io_fan.png
Drawn at 6 px/um.
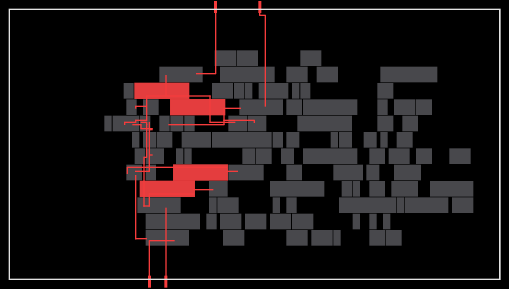
layer_met2.png
Drawn at 8 px/um.
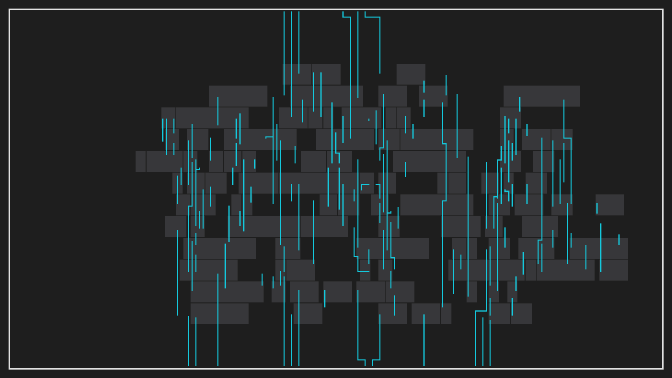
placement_by_type.png
Drawn at 6 px/um. Fill, decap, tap and diode cells in grey.
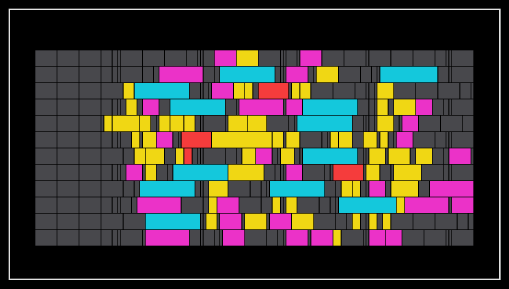
clk_routes.png
Drawn at 8 px/um.
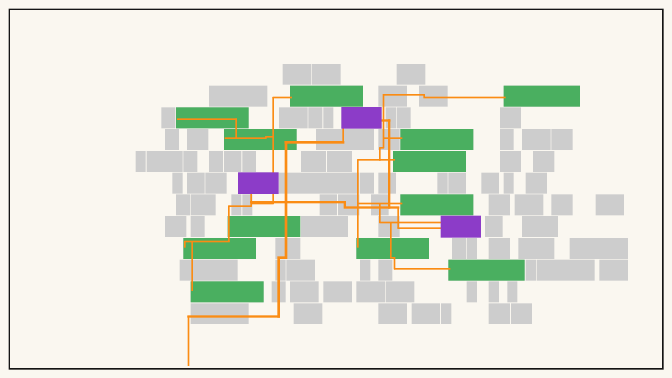
## src/rtl/counter_arb_pkg.sv

```systemverilog
// Shared types and defaults for the round-robin scheduled counter.
package counter_arb_pkg;

  localparam int unsigned DefaultWidth = 4;
  localparam int unsigned DefaultNReq  = 2;

  localparam logic [1:0] IdleEnc  = 2'd0;
  localparam logic [1:0] CountEnc = 2'd1;
  localparam logic [1:0] DoneEnc  = 2'd2;

  typedef enum logic [1:0] {
    StIdle  = IdleEnc,
    StCount = CountEnc,
    StDone  = DoneEnc
  } state_e;

endpackage

```

## src/rtl/rr_arbiter.sv

```systemverilog
// Combinational round-robin pick: first requester strictly after ptr, wrapping.
module rr_arbiter
  import counter_arb_pkg::*;
#(
  parameter int unsigned N_REQ = DefaultNReq,
  parameter int unsigned IDX_W = $clog2(N_REQ)
) (
  input  logic [N_REQ-1:0] req,
  input  logic [IDX_W-1:0] ptr,
  output logic [N_REQ-1:0] pick,
  output logic [IDX_W-1:0] pick_idx
);

  logic [IDX_W:0]   idx;
  logic [IDX_W-1:0] sel;
  logic             found;

  always_comb begin
    pick     = '0;
    pick_idx = '0;
    found    = 1'b0;
    idx      = '0;
    sel      = '0;
    for (int unsigned off = 1; off <= N_REQ; off++) begin
      idx = {1'b0, ptr} + (IDX_W + 1)'(off);
      if (idx >= (IDX_W + 1)'(N_REQ)) begin
        idx = idx - (IDX_W + 1)'(N_REQ);
      end
      sel = idx[IDX_W-1:0];
      if (!found && req[sel]) begin
        found     = 1'b1;
        pick[sel] = 1'b1;
        pick_idx  = sel;
      end
    end
  end

endmodule

```

## src/rtl/counter_arbiter.sv

```systemverilog
// One shared up-counter time-sliced between requesters; each grant counts len+1 ticks
// and ends with a one-cycle done pulse to the owner.
module counter_arbiter
  import counter_arb_pkg::*;
#(
  parameter int unsigned WIDTH = DefaultWidth,
  parameter int unsigned N_REQ = DefaultNReq
) (
  input  logic                   clk,
  input  logic                   rst,
  input  logic [N_REQ-1:0]       req,
  input  logic [N_REQ*WIDTH-1:0] len,
  input  logic                   en,
  output logic [N_REQ-1:0]       grant,
  output logic [N_REQ-1:0]       done,
  output logic                   busy,
  output logic [WIDTH-1:0]       q
);

  localparam int unsigned IdxW = $clog2(N_REQ);

  state_e            state_q, state_d;
  logic [WIDTH-1:0]  q_q, q_d;
  logic [WIDTH-1:0]  target_q, target_d;
  logic [IdxW-1:0]   owner_q, owner_d;
  logic [IdxW-1:0]   ptr_q, ptr_d;
  logic [N_REQ-1:0]  pick;
  logic [IdxW-1:0]   pick_idx;
  logic [WIDTH-1:0]  len_slice [N_REQ];

  rr_arbiter #(
    .N_REQ (N_REQ),
    .IDX_W (IdxW)
  ) u_rr_arbiter (
    .req      (req),
    .ptr      (ptr_q),
    .pick     (pick),
    .pick_idx (pick_idx)
  );

  always_comb begin
    for (int i = 0; i < N_REQ; i++) begin
      len_slice[i] = len[i*WIDTH +: WIDTH];
    end
  end

  always_comb begin
    state_d  = state_q;
    q_d      = q_q;
    target_d = target_q;
    owner_d  = owner_q;
    ptr_d    = ptr_q;
    unique case (state_q)
      StIdle: begin
        q_d = '0;
        if (|pick) begin
          owner_d  = pick_idx;
          target_d = len_slice[pick_idx];
          state_d  = StCount;
        end
      end
      StCount: begin
        // Dropping req aborts even while stalled.
        if (!req[owner_q]) begin
          state_d = StIdle;
          q_d     = '0;
          ptr_d   = owner_q;
        end else if (en) begin
          if (q_q == target_q) begin
            state_d = StDone;
          end else begin
            q_d = q_q + WIDTH'(1);
          end
        end
      end
      StDone: begin
        state_d = StIdle;
        q_d     = '0;
        ptr_d   = owner_q;
      end
      default: begin
        state_d = StIdle;
        q_d     = '0;
      end
    endcase
  end

  always_ff @(posedge clk or posedge rst) begin
    if (rst) begin
      state_q  <= StIdle;
      q_q      <= '0;
      target_q <= '0;
      owner_q  <= '0;
      ptr_q    <= IdxW'(N_REQ - 1);
    end else begin
      state_q  <= state_d;
      q_q      <= q_d;
      target_q <= target_d;
      owner_q  <= owner_d;
      ptr_q    <= ptr_d;
    end
  end

  always_comb begin
    grant = '0;
    done  = '0;
    if (state_q != StIdle) begin
      grant[owner_q] = 1'b1;
    end
    if (state_q == StDone) begin
      done[owner_q] = 1'b1;
    end
  end

  assign busy = (state_q != StIdle);
  assign q    = q_q;

endmodule
```

## config.mk

```make
export PLATFORM = sky130hd
export DESIGN_NAME = counter_arbiter
export DESIGN_NICKNAME = d
export VERILOG_FILES = /design/src/rtl/counter_arb_pkg.sv /design/src/rtl/rr_arbiter.sv /design/src/rtl/counter_arbiter.sv
export SDC_FILE = /design/constraint.sdc
export NUM_CORES = 1
export LEC_CHECK = 0
export CAP_MARGIN = 20
export CORE_ASPECT_RATIO = 0.5
export CORE_MARGIN = 4
export CORE_UTILIZATION = 25
export CTS_CLUSTER_DIAMETER = 60
export DETAILED_ROUTE_END_ITERATION = 16
export PLACE_DENSITY = 0.58
export SLEW_MARGIN = 40
export SYNTH_ARGS = -nofsm -noshare
export SYNTH_HDL_FRONTEND = slang
export SYNTH_SLANG_ARGS = --single-unit
```

## constraint.sdc

```tcl
create_clock -name clk -period 1.8 [get_ports clk]
set_input_delay 0.54 -clock clk [delete_from_list [all_inputs] [get_ports clk]]
set_output_delay 0.54 -clock clk [all_outputs]
set_load 0.05 [all_outputs]
```

==> flow_metrics.py <==
# Generated from Yosys and OpenROAD reports
metrics = {
    "clocking": {
        "postCtsResizedCells": 0,
        "htree_num_levels": 1,
    },
    "pwr": {
        "sequentialPowerShare": 0.328,
        "pg_comb_uw": 715,
        "static-leakage-power_uw": 0.0004797,
        "switching_portion_of_total_power": 0.4306,
        "clockNetworkPower_uw": 259,
    },
    "placement": {
        "post-place-ws_ns": -0.01472,
    },
    "global_routing": {
        "grt_use_met3": 0.03586,
        "antenna_found_initial": 0,
    },
    "routing": {
        "detailedRoute.firstIterationViolations": 10,
        "highest_layer": "met4",
        "dr.pass1.iters": 4,
    },
    "timing": {
        "layout_min_cycle_time_ns": 1.704,
    },
    "synthesis": {
        "xor_area_frac": 0.07593,
        "netlist-cell-type-count": 23,
        "synthesis.yosys.warnings": 0,
    },
    "run_status": {
        "status": "complete, no violations",
    },
    "floorplanning": {
        "n_tap_cell": 35,
    },
    "worst_setup_path": {
        "crit_path_cell_trace": "nor2_2 -> nor2_1 -> buf_4",
    },
}
## Picture notes: io_fan.png
Key: q = red [bits 4, direction output, end cells 4, buffers 5, wire 181 um]
count of input and output buffers: 21
number of placed I/O pins: 22

## Picture notes: layer_met2.png
The longest straight run is 17.3 um. The layer carries 694 um of wire. 95 nets have wire on it. The wires run mostly vertical.

## Picture notes: placement_by_type.png
Key: remaining buffers and delay cells = magenta [cells 30]; combinational and other logic = yellow [cells 56]; clock drivers and dummy loads = red [cells 4]; sequential cells = cyan [cells 12]

## Picture notes: clk_routes.png
Key: clock wires = orange [length 224 um]; clock drivers = purple [count 3]; flip-flops = green [count 12]
There are 4 routed clock nets.

Power figures rest on the tool's default switching activity, not on a simulated workload.
